### Cell placement, run 1

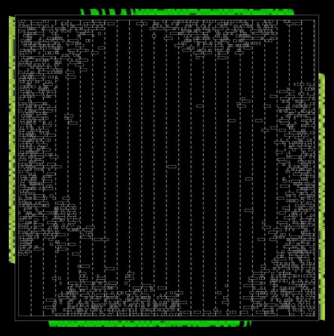
### Placement density heat map, run 1

34 x 34 tiles, from white (low) to dark blue (high), 0 to 100% covered.
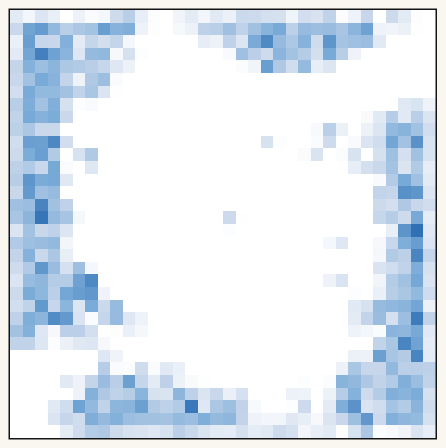
### Pin map, run 1

The bar under the picture is 100 um long. Pins as bars across the die edge, other pins in gray.
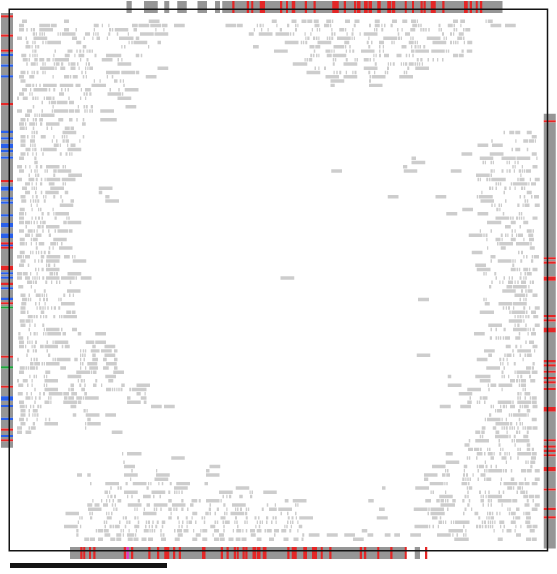
## src/rtl/mem_arb_pkg.sv

```systemverilog
// Shared types and constants for the I/D-cache to block-memory arbiter.
package mem_arb_pkg;

    localparam int DEF_ADDR_W = 28;
    localparam int DEF_DATA_W = 128;

    typedef enum logic [1:0] {
        IDLE = 2'd0,
        BUSY = 2'd1,
        GAP  = 2'd2
    } state_t;

    localparam logic PORT_I = 1'b0;
    localparam logic PORT_D = 1'b1;

endpackage

```

## src/rtl/mem_arbiter_rr_arb2.sv

```systemverilog
// Two-requester arbiter; req[0] is the I port, req[1] the D port.
module rr_arb2
    import mem_arb_pkg::*;
#(
    parameter bit RR_EN = 1'b1
) (
    input  logic       clk,
    input  logic       rst_n,
    input  logic [1:0] req,
    input  logic       update,
    output logic [1:0] gnt,
    output logic       gnt_idx
);

    logic last_grant;

    // D is the default pick; on a tie round-robin flips away from the last winner.
    always_comb begin
        gnt_idx = PORT_D;
        if (req == 2'b11) begin
            gnt_idx = RR_EN ? ~last_grant : PORT_D;
        end else if (req[PORT_I]) begin
            gnt_idx = PORT_I;
        end
        gnt = (req == 2'b00) ? 2'b00 : {gnt_idx, ~gnt_idx};
    end

    always_ff @(posedge clk or negedge rst_n) begin
        if (!rst_n) begin
            last_grant <= PORT_I;
        end else if (update) begin
            last_grant <= gnt_idx;
        end
    end

endmodule

```

## src/rtl/mem_arbiter.sv

```systemverilog
// Arbitrates the I-cache and D-cache block ports onto one registered memory port.
module mem_arbiter
    import mem_arb_pkg::*;
#(
    parameter int ADDR_W = DEF_ADDR_W,
    parameter int DATA_W = DEF_DATA_W,
    parameter bit RR_EN  = 1'b1
) (
    input  logic              clk,
    input  logic              proc_reset_n,
    input  logic              i_read,
    input  logic              i_write,
    input  logic [ADDR_W-1:0] i_addr,
    input  logic [DATA_W-1:0] i_wdata,
    output logic [DATA_W-1:0] i_rdata,
    output logic              i_ready,
    input  logic              d_read,
    input  logic              d_write,
    input  logic [ADDR_W-1:0] d_addr,
    input  logic [DATA_W-1:0] d_wdata,
    output logic [DATA_W-1:0] d_rdata,
    output logic              d_ready,
    output logic              mem_read,
    output logic              mem_write,
    output logic [ADDR_W-1:0] mem_addr,
    output logic [DATA_W-1:0] mem_wdata,
    input  logic [DATA_W-1:0] mem_rdata,
    input  logic              mem_ready,
    output logic [1:0]        dbg_state
);

    // Handshake: each cache holds read/write as a level until its ready pulses
    // for one cycle; the memory side holds mem_read/mem_write until mem_ready.

    state_t            state;
    logic              grant;
    logic [1:0]        req;
    logic [1:0]        gnt_oh;
    logic              gnt_idx;
    logic              arb_update;
    logic              win_read;
    logic              win_write;
    logic [ADDR_W-1:0] win_addr;
    logic [DATA_W-1:0] win_wdata;
    logic              done;

    assign req        = {d_read | d_write, i_read | i_write};
    assign arb_update = (state == IDLE) && (req != 2'b00);

    rr_arb2 #(.RR_EN(RR_EN)) u_arb (
        .clk     (clk),
        .rst_n   (proc_reset_n),
        .req     (req),
        .update  (arb_update),
        .gnt     (gnt_oh),
        .gnt_idx (gnt_idx)
    );

    assign win_read  = gnt_oh[PORT_D] ? d_read  : i_read;
    assign win_write = gnt_oh[PORT_D] ? d_write : i_write;
    assign win_addr  = gnt_oh[PORT_D] ? d_addr  : i_addr;
    assign win_wdata = gnt_oh[PORT_D] ? d_wdata : i_wdata;

    always_ff @(posedge clk or negedge proc_reset_n) begin
        if (!proc_reset_n) begin
            state     <= IDLE;
            grant     <= PORT_D;
            mem_read  <= 1'b0;
            mem_write <= 1'b0;
            mem_addr  <= '0;
            mem_wdata <= '0;
        end else begin
            case (state)
                IDLE: begin
                    if (req != 2'b00) begin
                        grant     <= gnt_idx;
                        mem_addr  <= win_addr;
                        mem_wdata <= win_wdata;
                        mem_write <= win_write;
                        mem_read  <= win_read & ~win_write;
                        state     <= BUSY;
                    end
                end
                BUSY: begin
                    if (mem_ready) begin
                        mem_read  <= 1'b0;
                        mem_write <= 1'b0;
                        state     <= GAP;
                    end
                end
                GAP:     state <= IDLE;
                default: state <= IDLE;
            endcase
        end
    end

    // Ready is passed straight through, but only to the port holding the grant.
    assign done      = (state == BUSY) && mem_ready;
    assign i_ready   = done && (grant == PORT_I);
    assign d_ready   = done && (grant == PORT_D);
    assign i_rdata   = mem_rdata;
    assign d_rdata   = mem_rdata;
    assign dbg_state = state;

endmodule

```

## config.mk

```make
export PLATFORM = sky130hd
export DESIGN_NAME = mem_arbiter
export DESIGN_NICKNAME = d
export VERILOG_FILES = /design/src/rtl/mem_arb_pkg.sv /design/src/rtl/mem_arbiter_rr_arb2.sv /design/src/rtl/mem_arbiter.sv
export SDC_FILE = /design/constraint.sdc
export NUM_CORES = 1
export LEC_CHECK = 0
export ABC_AREA = 1
export CORE_AREA = 4 4 337 339
export DETAILED_ROUTE_END_ITERATION = 10
export DIE_AREA = 0 0 341 343
export PLACE_DENSITY = 0.41
export SKIP_CTS_REPAIR_TIMING = 1
export SYNTH_ARGS = -nofsm -noshare
export SYNTH_HDL_FRONTEND = slang
export SYNTH_SLANG_ARGS = --single-unit
```

## constraint.sdc

```tcl
create_clock -name clk -period 1.4 [get_ports clk]
set_input_delay 0.28 -clock clk [delete_from_list [all_inputs] [get_ports clk]]
set_output_delay 0.28 -clock clk [all_outputs]
set_load 0.02 [all_outputs]
```

==> reports/results.txt, run 1 <==
Comb/total area: 19.2%
total DRC errors in the routed layout: 0
worst vdd rail ir drop: 0.920 mV
Async S/R FF share, synth: 100%
clock transition time at the flip-flop clock pins of the worst setup and hold paths: 0.08 ns
violations in the final reports: negative setup slack
switching share of power: 45.4%
total power: 0.0358 W
average routed wire per standard cell: 16.1 um
Buf/Inv on CP: 2
nets in the synthesized netlist: 2061
minimum setup slack among reg-to-reg paths: -0.33 ns
Gate Area: 3330 um^2
minimum setup slack in the final design: -0.333 ns
status: finished with violations
Final Skew: 0.0103 ns
worst slew margin relative to its limit: 73.9%
via count of the routed design: 10300
Logic pwr share: 60.5%
antenna cell count: 1
static leakage: 9.00 nW
final setup violation count: 164
Synth top cells by count: sky130_fd_sc_hd__nand2_1 (636), sky130_fd_sc_hd__inv_1 (319), sky130_fd_sc_hd__buf_4 (268)
count of library flops with an enable pin: 0
area taken by flip-flops and latches: 4080 um^2
final design instance area without fill: 17300 um^2
fraction of final layout cells sized beyond drive strength 1: 18.5%
worst hold path type: in2async
most used cells in the layout excluding fill and tap cells: sky130_fd_sc_hd__nand2_1 (635), sky130_fd_sc_hd__inv_1 (318), sky130_fd_sc_hd__clkdlybuf4s50_1 (317), sky130_fd_sc_hd__nand3_1 (156), sky130_fd_sc_hd__dfrtp_1 (143)
internal power: 0.0196 W
fin crit period: 1.73 ns
area leader, netlist: sky130_fd_sc_hd__dfrtp_1
count of cell types in the netlist: 16
Yosys top cell area share: 37.3%
Worst path top cell family by delay: flip-flops
Post-Synth XOR/XNOR Area: 0%
Antenna Nets Post-Route: 0
sequential share of power: 25.8%
cell breakdown of the critical path: buf_6 -> nor2_4 -> nand2_4 -> nor2_2 -> buf_12
wire length of the first global-routing pass: 72.5 mm
register fraction of the total cell area: 23.5%
synthesized-area fraction occupied by adder cells: 0%
top fanout value on the critical path: 3
HPWL after detailed placement: 42.8 mm
net count of the finished layout: 2368
CTS tree: done
count of pins on the block boundary: 865
layout buffering overhead excluding clock cells: 36.2%
## Picture notes: 'Cell placement'
tapcells inserted: 1488
Core Util, Final: 15.7%
std cell rows: 122

## Picture notes: 'Placement density heat map'
- mean over tiles: 13%
- fullest tile: 74%
- emptiest ninth of the die: center
- nearly empty tiles: 53%

## Picture notes: 'Pin map'
- blue: i_addr (pins 28; direction input; edge left)
- red: mem_wdata (pins 128; direction output; edge 44 bottom, 43 top, 26 right, 15 left)
- green: dbg_state (pins 2; direction output; edge left)
- magenta: proc_reset_n (pins 1; direction input; edge bottom)
- all pins by edge: 236 bottom, 223 top, 203 left, 203 right
Die W: 341 um
port buffer count: 480
Die Y-Extent: 343 um

run 1: power by group through the flow:
stage	Combinational, W	Clock (W)	Sequential, W
6_report	0.0217	0.00493	0.00923
5_1_grt	0.0236	0.00537	0.00955
4_1_cts	0.0211	0.00524	0.00917
3_5_place_dp	0.0211	0	0.00915
3_3_place_gp	0.0211	0	0.00924
2_1_floorplan	0.00732	0	0.0113
run 1: layer usage:
layer / part of all wire [%] / up-vias / global-route usage, %
met5: 0.52 / - / 1.72
met2: 41 / 561 / 12.0
met1: 43 / 4580 / 10.6
met4: 4.2 / 6 / 4.53
met3: 11 / 119 / 4.41
li1: - / 5018 / -
run 1: state kept, by name (all words and copies together) (netlist names):
signal / cells
mem_addr: 28
dbg_state: 2
mem_write: 1
mem_wdata: 128
u_arb.last_grant: 1
grant: 1
mem_read: 1
==> run 2, diff against run 1 <==
--- a/config.mk
+++ b/config.mk
@@ -8,4 +8,5 @@
 export ABC_AREA = 1
 export CORE_AREA = 4 4 337 339
+export CTS_BUF_LIST = sky130_fd_sc_hd__clkbuf_2 sky130_fd_sc_hd__clkbuf_4 sky130_fd_sc_hd__clkbuf_8
 export DETAILED_ROUTE_END_ITERATION = 10
 export DIE_AREA = 0 0 341 343
==> constraint.sdc (replaced) <==
create_clock -name clk -period 1.4 [get_ports clk]
set_input_delay 0.28 -clock clk [delete_from_list [all_inputs] [get_ports clk]]
set_output_delay 0.28 -clock clk [all_outputs]
set_load 0.01 [all_outputs]
==> run 2 against run 1 <==
  * The flow still finishes with violations (negative setup slack)
  * Power grew 5.6%
  * Largest cell class unchanged
  * Via count grew 4.2%
  * Register-to-register slack is essentially flat
  * Clock skew grew 0.0072 ns
  * First-iteration DRC count shrank 13%
  * Worst setup slack lost 0.073 ns
  * Routed wire length grew 11%
  * Sequential power is essentially flat
  * Global-route usage shrank 0.14 points
  * Clock-buffer cell count shrank 1
  * Critical endpoint is now i_ready
==> reports/results.txt, run 2 <==
synthesized-area fraction occupied by adder cells: 0%
fin crit period: 1.81 ns
Post-Synth XOR/XNOR Area: 0%
net count of the finished layout: 2431
final design instance area without fill: 19200 um^2
Yosys top cell area share: 37.3%
Gate Area: 4340 um^2
Die W: 341 um
status: finished with violations
count of pins on the block boundary: 865
final setup violation count: 222
minimum setup slack among reg-to-reg paths: -0.33 ns
average routed wire per standard cell: 17.5 um
most used cells in the layout excluding fill and tap cells: sky130_fd_sc_hd__nand2_1 (578), sky130_fd_sc_hd__inv_1 (317), sky130_fd_sc_hd__clkdlybuf4s50_1 (317), sky130_fd_sc_hd__dfrtp_1 (146), sky130_fd_sc_hd__nand3_2 (105)
count of cell types in the netlist: 16
largest register by flop count: mem_wdata
total power: 0.0379 W
layout buffering overhead excluding clock cells: 38.1%
violations in the final reports: negative setup slack
minimum setup slack in the final design: -0.406 ns
Core Util, Final: 17.4%
tapcells inserted: 1488
std cell rows: 122
switching share of power: 44.7%
P_seq: 0.00924 W
[run 2: cell counts after synthesis]
No cell type changed its count.
[run 2: worst min path at each step]
stage	start	cells past startpoint	slack, ns	endpoint
floorplan	proc_reset_n	0	-0.02	dbg_state[0]$_DFFE_PN0P_
global placement	proc_reset_n	1	0.18	mem_wdata[14]$_DFFE_PN0P_
detailed placement	proc_reset_n	1	0.18	mem_wdata[14]$_DFFE_PN0P_
CTS	proc_reset_n	1	-0.53	mem_wdata[14]$_DFFE_PN0P_
global route	proc_reset_n	2	0.07	mem_wdata[14]$_DFFE_PN0P_
finish	proc_reset_n	2	0.15	mem_wdata[14]$_DFFE_PN0P_
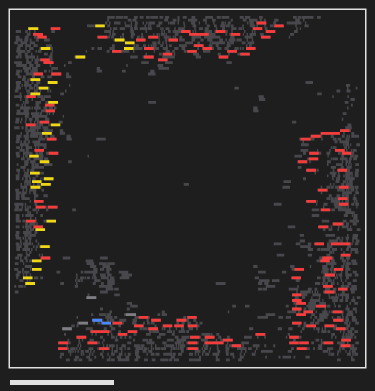
*Where the registers sit, run 2*
The bar under the picture is 100 um long. Other sequential cells in the stronger gray, the rest of the logic in the fainter gray.
- blue: dbg_state (flops 2)
- red: mem_wdata (flops 128; where widely spread)
- yellow: mem_addr (flops 28)
- not colored: 4

==> run 3, diff against run 2 <==
==> constraint.sdc (replaced) <==
create_clock -name clk -period 1.4 [get_ports clk]
set_input_delay 0.21 -clock clk [delete_from_list [all_inputs] [get_ports clk]]
set_output_delay 0.21 -clock clk [all_outputs]
set_load 0.01 [all_outputs]
==> run 3 against run 2 <==
  * The run still ends with negative setup slack left
  * Synthesized cell count unchanged
  * Largest cell class unchanged
  * Combinational power fell by 16%
  * Non-clock buffer count is 46 lower
  * Power decreased by 9.4%
  * Worst setup slack better by 0.11 ns
  * Clock-buffer cell count up 1
  * Final cell count down 1.3%
  * Sequential power hardly changed
  * Global-route usage is 0.14 points lower
  * Die area unchanged
  * Flip-flop count is the same
==> reports/results.txt, run 3 <==
std cell rows: 122
nets in the synthesized netlist: 2061
count of pins on the block boundary: 865
Gate Area: 3750 um^2
layout buffering overhead excluding clock cells: 36.1%
net count of the finished layout: 2385
final design instance area without fill: 17800 um^2
met3 WL: 5.71 mm
Antenna Nets Post-Route: 0
sequential share of power: 27.0%
Die Y-Extent: 343 um
power attributed to combinational cells: 0.0208 W
final setup violation count: 163
worst vdd rail ir drop: 0.937 mV
Buf/Inv on CP: 5
Core Util, Final: 16.1%
minimum setup slack in the final design: -0.298 ns
average routed wire per standard cell: 15.9 um
violations in the final reports: negative setup slack
status: finished with violations
run 3: path summary, 6_finish.rpt:
kind / end / slack [ns] / cells after the start
min reg2reg: mem_wdata[36]$_DFFE_PN0P_ / 0.48 / 2
max: mem_addr[23]$_DFFE_PN0P_ / -0.30 / 9
min in group clk: mem_addr[13]$_DFFE_PN0P_ / 0.26 / 5
max in group asynchronous: mem_wdata[66]$_DFFE_PN0P_ / 0.66 / 4
min: mem_wdata[40]$_DFFE_PN0P_ / 0.1 / 2
max reg2reg: mem_addr[23]$_DFFE_PN0P_ / -0.30 / 9
run 3: logic make-up (layout without fill, tap and decap cells):
group / after synthesis / count (layout)
buffers and inverters: 644 / 981
DFF: 162 / 162
other: 0 / 6
and+or+nand+nor: 801 / 801
AOI/OAI and AO/OA: 7 / 7
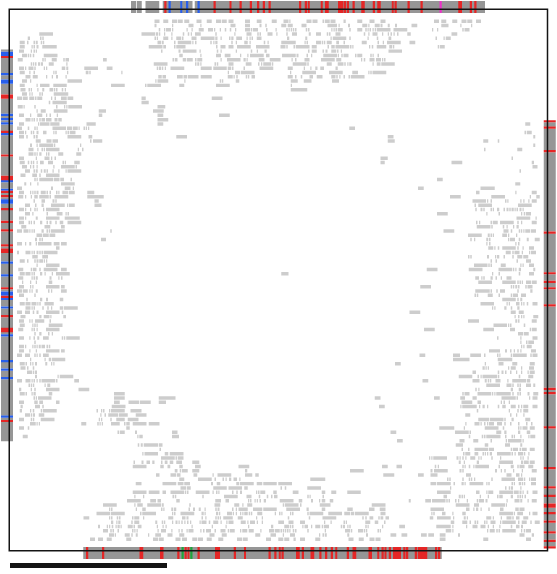
*Pin map, run 3*
The bar under the picture is 100 um long. Pins as bars across the die edge, other pins in gray.
- green: dbg_state (pins 2; direction output; edge bottom)
- blue: i_addr (pins 28; direction input; edge 24 left, 4 top)
- red: mem_wdata (pins 128; direction output; edge 53 bottom, 33 top, 21 left, 21 right)
- magenta: proc_reset_n (pins 1; direction input; edge top)
- all pins by edge: 247 bottom, 235 top, 200 right, 183 left

No activity file was given, so power comes from the tool's default toggle rates.
